**src/rtl/alarm_pkg.sv**
```systemverilog
// alarm_pkg: shared definitions for the alarm-clock mode controller.
//   - state_e   : the six controller states
//   - CNT_W     : width of the timeout and auto-repeat counters
//   - TIMEOUT_HS_DEF / REPEAT_HS_DEF : default parameter values
//   - is_hour / is_min / is_edit : state classification helpers
package alarm_pkg;

  localparam int CNT_W          = 5;
  localparam int TIMEOUT_HS_DEF = 20;
  localparam int REPEAT_HS_DEF  = 3;

  typedef enum logic [2:0] {
    ST_RUN    = 3'd0,
    ST_A_VIEW = 3'd1,
    ST_T_HOUR = 3'd2,
    ST_T_MIN  = 3'd3,
    ST_A_HOUR = 3'd4,
    ST_A_MIN  = 3'd5
  } state_e;

  function automatic logic is_hour(state_e s);
    return (s == ST_T_HOUR) || (s == ST_A_HOUR);
  endfunction

  function automatic logic is_min(state_e s);
    return (s == ST_T_MIN) || (s == ST_A_MIN);
  endfunction

  function automatic logic is_edit(state_e s);
    return is_hour(s) || is_min(s);
  endfunction

endpackage

```
**src/rtl/alarm_mode_ctrl_btn_edge.sv**
```systemverilog
// btn_edge: registered rising-edge detector for one debounced button.
// Ports:
//   clk   in  system clock
//   rst   in  synchronous active-high reset
//   level in  debounced button level
//   press out one-cycle pulse, high the cycle after the level is first seen high
module btn_edge (
  input  logic clk,
  input  logic rst,
  input  logic level,
  output logic press
);

  logic level_q, level_d;
  logic press_q, press_d;

  always_comb begin
    level_d = level;
    press_d = level & ~level_q;
  end

  always_ff @(posedge clk) begin
    if (rst) begin
      level_q <= 1'b0;
      press_q <= 1'b0;
    end else begin
      level_q <= level_d;
      press_q <= press_d;
    end
  end

  assign press = press_q;

endmodule

```
**src/rtl/alarm_mode_ctrl.sv**
```systemverilog
// alarm_mode_ctrl: mode/sequence controller for the alarm-clock set datapath.
// Turns debounced buttons into view/edit controls for the set register and
// commit pulses that write the edited value back to the time counter or the
// alarm register. Paced by the half-second tick.
//
// Optional feature: define ALARM_AUTOREPEAT_EN to auto-repeat increments while
// btn_incr is held in an hour/minute edit state.
//
// Ports:
//   clk, rst            clock, synchronous active-high reset
//   half_second         one-cycle tick every 0.5 s
//   btn_mode/set/incr   debounced button levels (press = rising edge)
//   show_time           set register tracks the time counter (RUN)
//   show_alarm          set register tracks the alarm register (A_VIEW)
//   incr_hour/minute    one-step increment pending, consumed on a half_second tick
//   commit_time/alarm   one-cycle load pulses for time counter / alarm register
//   alarm_en            alarm armed
module alarm_mode_ctrl
  import alarm_pkg::*;
#(
  parameter int TIMEOUT_HS = TIMEOUT_HS_DEF,
  parameter int REPEAT_HS  = REPEAT_HS_DEF
) (
  input  logic clk,
  input  logic rst,
  input  logic half_second,
  input  logic btn_mode,
  input  logic btn_set,
  input  logic btn_incr,
  output logic show_time,
  output logic show_alarm,
  output logic incr_hour,
  output logic incr_minute,
  output logic commit_time,
  output logic commit_alarm,
  output logic alarm_en
);

  localparam logic [CNT_W-1:0] TO_LAST = CNT_W'(TIMEOUT_HS - 1);

  logic press_mode, press_set, press_incr;

  btn_edge u_edge_mode (.clk(clk), .rst(rst), .level(btn_mode), .press(press_mode));
  btn_edge u_edge_set  (.clk(clk), .rst(rst), .level(btn_set),  .press(press_set));
  btn_edge u_edge_incr (.clk(clk), .rst(rst), .level(btn_incr), .press(press_incr));

  state_e           state_q, state_d;
  logic [CNT_W-1:0] to_cnt_q, to_cnt_d;
  logic             show_time_q, show_time_d;
  logic             show_alarm_q, show_alarm_d;
  logic             incr_hour_q, incr_hour_d;
  logic             incr_minute_q, incr_minute_d;
  logic             commit_time_q, commit_time_d;
  logic             commit_alarm_q, commit_alarm_d;
  logic             alarm_en_q, alarm_en_d;

  logic mode_win, set_win, incr_win, any_press, timeout;

`ifdef ALARM_AUTOREPEAT_EN
  localparam logic [CNT_W-1:0] REP_MAX = CNT_W'(REPEAT_HS);
  logic [CNT_W-1:0] rep_cnt_q, rep_cnt_d;
`else
  logic unused_rep;
  assign unused_rep = btn_incr ^ (REPEAT_HS == 0);
`endif

  always_comb begin
    state_d        = state_q;
    to_cnt_d       = to_cnt_q;
    alarm_en_d     = alarm_en_q;
    incr_hour_d    = incr_hour_q;
    incr_minute_d  = incr_minute_q;
    commit_time_d  = 1'b0;
    commit_alarm_d = 1'b0;
    timeout        = 1'b0;

    // Priority: mode beats set, set beats incr; losers are dropped.
    any_press = press_mode | press_set | press_incr;
    mode_win  = press_mode;
    set_win   = press_set & ~press_mode;
    incr_win  = press_incr & ~press_mode & ~press_set;

    // A pending step is consumed by the next tick; presses while pending are dropped.
    if (incr_hour_q) begin
      if (half_second) incr_hour_d = 1'b0;
    end else if (incr_win && is_hour(state_q)) begin
      incr_hour_d = 1'b1;
    end

    if (incr_minute_q) begin
      if (half_second) incr_minute_d = 1'b0;
    end else if (incr_win && is_min(state_q)) begin
      incr_minute_d = 1'b1;
    end

`ifdef ALARM_AUTOREPEAT_EN
    // Hold count saturates at REP_MAX; from then on every tick re-arms one step.
    rep_cnt_d = rep_cnt_q;
    if (is_edit(state_q) && btn_incr) begin
      if (half_second) begin
        if (rep_cnt_q == REP_MAX) begin
          if (is_hour(state_q)) incr_hour_d   = 1'b1;
          if (is_min(state_q))  incr_minute_d = 1'b1;
        end else begin
          rep_cnt_d = rep_cnt_q + 1'b1;
        end
      end
    end else begin
      rep_cnt_d = '0;
    end
`endif

    // Inactivity timeout: only edges count as activity, so a held button does not.
    if (state_q == ST_RUN || any_press) begin
      to_cnt_d = '0;
    end else if (half_second) begin
      if (to_cnt_q == TO_LAST) begin
        timeout  = 1'b1;
        to_cnt_d = '0;
      end else begin
        to_cnt_d = to_cnt_q + 1'b1;
      end
    end

    if (timeout) begin
      state_d = ST_RUN;
    end else if (mode_win) begin
      state_d = (state_q == ST_RUN) ? ST_A_VIEW : ST_RUN;
    end else if (set_win) begin
      case (state_q)
        ST_RUN:    state_d = ST_T_HOUR;
        ST_A_VIEW: state_d = ST_A_HOUR;
        ST_T_HOUR: state_d = ST_T_MIN;
        ST_A_HOUR: state_d = ST_A_MIN;
        ST_T_MIN: begin
          state_d       = ST_RUN;
          commit_time_d = 1'b1;
        end
        ST_A_MIN: begin
          state_d        = ST_RUN;
          commit_alarm_d = 1'b1;
        end
        default:   state_d = ST_RUN;
      endcase
    end else if (incr_win && state_q == ST_A_VIEW) begin
      alarm_en_d = ~alarm_en_q;
    end

    // Any state change abandons an unconsumed step.
    if (state_d != state_q) begin
      incr_hour_d   = 1'b0;
      incr_minute_d = 1'b0;
    end

    show_time_d  = (state_d == ST_RUN);
    show_alarm_d = (state_d == ST_A_VIEW);
  end

  always_ff @(posedge clk) begin
    if (rst) begin
      state_q        <= ST_RUN;
      to_cnt_q       <= '0;
      show_time_q    <= 1'b1;
      show_alarm_q   <= 1'b0;
      incr_hour_q    <= 1'b0;
      incr_minute_q  <= 1'b0;
      commit_time_q  <= 1'b0;
      commit_alarm_q <= 1'b0;
      alarm_en_q     <= 1'b0;
`ifdef ALARM_AUTOREPEAT_EN
      rep_cnt_q      <= '0;
`endif
    end else begin
      state_q        <= state_d;
      to_cnt_q       <= to_cnt_d;
      show_time_q    <= show_time_d;
      show_alarm_q   <= show_alarm_d;
      incr_hour_q    <= incr_hour_d;
      incr_minute_q  <= incr_minute_d;
      commit_time_q  <= commit_time_d;
      commit_alarm_q <= commit_alarm_d;
      alarm_en_q     <= alarm_en_d;
`ifdef ALARM_AUTOREPEAT_EN
      rep_cnt_q      <= rep_cnt_d;
`endif
    end
  end

  assign show_time    = show_time_q;
  assign show_alarm   = show_alarm_q;
  assign incr_hour    = incr_hour_q;
  assign incr_minute  = incr_minute_q;
  assign commit_time  = commit_time_q;
  assign commit_alarm = commit_alarm_q;
  assign alarm_en     = alarm_en_q;

endmodule

```
**config.mk**
```make
export PLATFORM = sky130hd
export DESIGN_NAME = alarm_mode_ctrl
export DESIGN_NICKNAME = d
export VERILOG_FILES = /design/src/rtl/alarm_pkg.sv /design/src/rtl/alarm_mode_ctrl_btn_edge.sv /design/src/rtl/alarm_mode_ctrl.sv
export SDC_FILE = /design/constraint.sdc
export NUM_CORES = 1
export LEC_CHECK = 0
export CAP_MARGIN = 30
export CORE_MARGIN = 3
export CORE_UTILIZATION = 51
export CTS_CLUSTER_SIZE = 30
export DETAILED_ROUTE_END_ITERATION = 16
export PLACE_DENSITY = 0.75
export SLEW_MARGIN = 20
export SYNTH_ARGS = -nofsm -noshare
export SYNTH_HDL_FRONTEND = slang
export SYNTH_SLANG_ARGS = --single-unit
```
**constraint.sdc**
```tcl
create_clock -name clk -period 2.3 [get_ports clk]
set_input_delay 0.69 -clock clk [delete_from_list [all_inputs] [get_ports clk]]
set_output_delay 0.69 -clock clk [all_outputs]
set_load 0.005 [all_outputs]
```
Figure 1. Port wiring.
Scale: 8 px per µm.
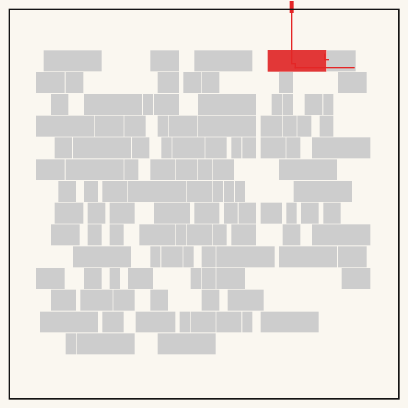
| port | color | bits | direction | edge | end cells | buffers | wire |
|---|---|---|---|---|---|---|---|
| show_time | red | 1 | output | top | 1 | 1 | 15.9 µm |
# IOs: 13
number of port buffers: 12

Figure 2. Sequential cells colored by netlist name.
Scale: 8 px per µm. Other sequential cells in the stronger gray, the rest of the logic in the fainter gray.
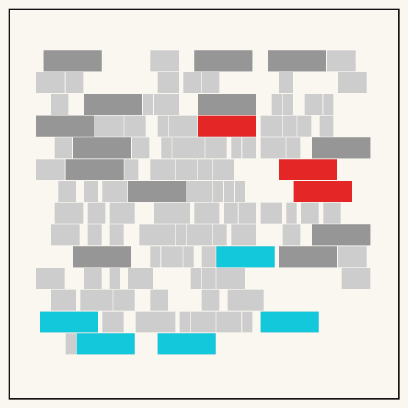
| signal | color | placed flops |
|---|---|---|
| state_q | red | 3 |
| to_cnt_q | cyan | 5 |
not colored: 13
Reg area: 420 µm²
Flop+latch power: 0.000391 W
Seq/total area: 0.386
Post-Route Utilization: 0.684

Figure 3. Placement density heat map.
Scale: 6 px per µm. The die is cut into 10 by 10 equal tiles; dark purple is low, yellow is high, 0 to 100% covered.
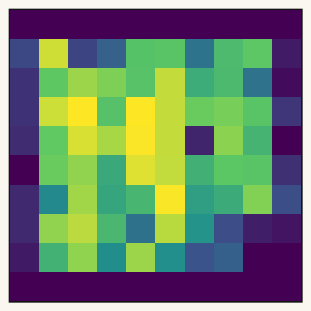
mean over tiles: 45%
densest ninth of the die: middle
tiles over 75% full: 28%
fp_density: 0.578
core footprint: 1590 µm²

Figure 4. Gate families picked out.
Scale: 10 px per µm.
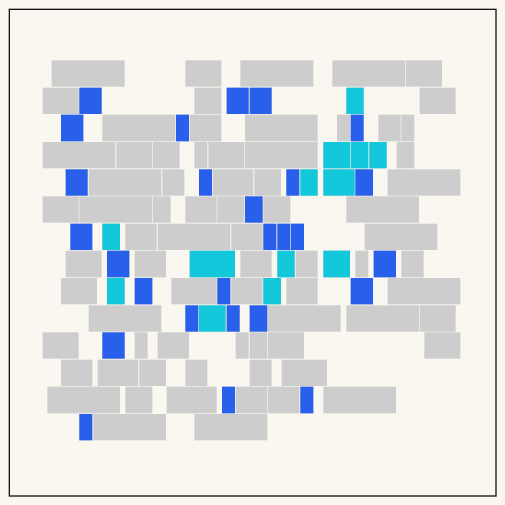
| family | color | cells | most used |
|---|---|---|---|
| aoi and oai cells | cyan | 13 | a21oi_1 |
| nor cells | blue | 27 | nor2_1 |
logic share of the area: 0.417
most numerous logic cell after layout: dfxtp_1
final cell count without fillers: 137

==> flow_summary.ini <==
; yosys + openroad results
[outcome]
status = finished, final reports clean

[synth]
yosysWarnings = 0
avgSynthCellArea_um2 = 9.22
yosysCellCount = 100
ys_ff = 21
top_area_cell = dfxtp_1
netlist_area_um2 = 922
flop_cell = dfxtp_1
yosys_area_um2 = 922
fp_nets = 107
top_cells_by_area = dfxtp_1, nor2_1, xor2_1
syn_inst = 100
seq_area_frac_synth = 0.456
synthArstFlopShare = 0
ys_types = 34
synthDominantCellAreaShare = 0.456
edf_count = 0

[drt]
first_pass_iters = 4
drt_iter0_markers = 24
ant_nets = 0
via_count = 735
avgRoutedWirePerCell_um = 12.1
drt-vias-per-instance = 5.36
wl_um = 1660
drc = 0

[flow_run]
tool_warnings = 26
drv_cap = 0

[clock_network]
cts_resized = 0
clockBufferDepth = 2
cts_setup_buffers = 0
cts_tree = done
path_clk_slew_ps = 120
ctsHoldBuffers = 0
htreeDepth = 1
cts_sinks = 21
cts_buffers = 3
root_buffer = clkbuf_4
clk_latency_ps = 300

[worst_setup_path]
path_max_fanout = 4
cp.arrival_ps = 2380
worst_setup_path_end_kind = flip-flop
path_class = in2reg
startpoint_type = input port
crit_required_ps = 2520

[floorplanning]
die_h_um = 48.5
die_area_um2 = 2350
rows = 14
chipWidth_um = 48.5

[timing]
setup-violations-final = 0
drv_slew = 0
layout_min_cycle_time_ps = 2160
rsz0062_at_grt = false
clock_skew_ps = 1.84
worstMarginPinSlew_ps = 376
hold_viol_final = 0
maxClockFrequency_ghz = 0.463
fin_crit_sh = 0.939
max_slew_margin = 0.749

[place]
hpwlAfterDp_um = 1220
place_inst = 133
place_congestion = 0.834

[pwr]
power.ir.vdd_worst_mv = 0.414
power_w = 0.000646
sequentialPowerShare = 0.606
power.switching_w = 0.000164
switching_share = 0.254
clkPwrFrac = 0.277
powerDensity_nw_per_um2 = 593
p_int_w = 0.000482
p_leak_nw = 0.410
pwr-share-comb = 0.118

[cells_and_area]
fin_nets = 121
drive_gt1_frac = 0.124
area_growth_pct = 18.2
lay_top_cells = dfxtp_1, nor2_1, clkdlybuf4s50_1
logic_area_um2 = 454
antenna_cells = 0
fill_cells = 127

[global_routing]
overflow = 0
grt_pass1_wl_um = 3080
antenna_found_initial = 0
grt_pass1_vias = 676
grt_max_degree = 13
grtUsageTotal = 0.161

[hold_path]
min_path_type = reg2reg
-- final timing paths --
kind	from	endpoint	slack [ps]	cells after the start
hold reg to reg	u_edge_incr.level_q	u_edge_incr.press	400	1
setup / recovery	half_second	incr_minute	140	6
hold / removal	u_edge_incr.level_q	u_edge_incr.press	400	1
setup reg to reg	to_cnt_q[0]	incr_minute	400	6
-- logic make-up after synthesis --
kind of cell / count (synthesis) / synth area share
AND/OR/NAND/NOR: 45 / 0.282
multiplexers: 1 / 0.0109
adder cells (fa/ha/maj): 1 / 0.0136
flip-flops: 21 / 0.456
AND-OR/OR-AND: 15 / 0.110
XOR/XNOR: 8 / 0.0760
buffers and inverters: 9 / 0.0516
-- power by group through the flow --
stage	Clock [W]	Sequential [W]	Combinational, W
after global routing	0.000196	0.000394	0.0000856
final	0.000179	0.000391	0.0000761
after floorplan	0	0.000388	0.0000596
after CTS	0.000184	0.000391	0.0000762
after detailed placement	0	0.000399	0.0000759
after global placement	0	0.000398	0.0000742
-- area by class of cell --
type | instances | area share
multi-input combinational | 70 | 0.417
sequential | 21 | 0.386
timing repair buffer | 16 | 0.138
tap | 24 | 0.0276
clock buffer | 3 | 0.0207
inverter | 2 | 0.00689
clock inverter | 1 | 0.00459
-- stage by stage --
stage               setup TNS, ps  worst slack [ps]   util  hold slack, ps  instance area, µm²
CTS                             0               120  0.684             397                1090
global placement             -381              -124  0.666             372                1060
finish                          0               140  0.684             398                1090
detailed placement           -670              -196  0.666             380                1060
global route                    0              15.0  0.684             412                1090
floorplan                       0               334      -             367                 922
-- state kept, by name (all words and copies together), names as in the netlist --
signal / cells
u_edge_mode.level_q: 1
alarm_en: 1
u_edge_mode.press: 1
u_edge_incr.press: 1
show_time: 1
show_alarm: 1
u_edge_incr.level_q: 1
u_edge_set.press: 1
commit_alarm: 1
u_edge_set.level_q: 1
state_q: 3
commit_time: 1
to_cnt_q: 5
incr_hour: 1
incr_minute: 1
-- critical path: stages --
cell	delay (ps)
clkdlybuf4s50_1	530
nand2_4	60
or4b_4	510
o22ai_2	220
xnor2_1	110
nor4_1	270
-- synthesized netlist by cell type (2+ instances only) --
cell	number
nor2b_1	6
xor2_1	5
dfxtp_1	21
nand2b_1	3
nand2_1	4
nor3_1	4
nor2_1	13
buf_2	5
nor4_1	4
xnor2_1	3
nand4_1	2
inv_1	2
o21ai_0	3
a21oi_1	4
nand3_1	2
-- routing by layer --
layer	GRT usage	vias to the layer above	share of wire
met2	0.227	29	0.43
met1	0.238	334	0.51
met5	0	-	0
met4	0.0474	0	0.0060
li1	-	370	-
met3	0.0399	2	0.054
Power and IR drop assume default switching activity.
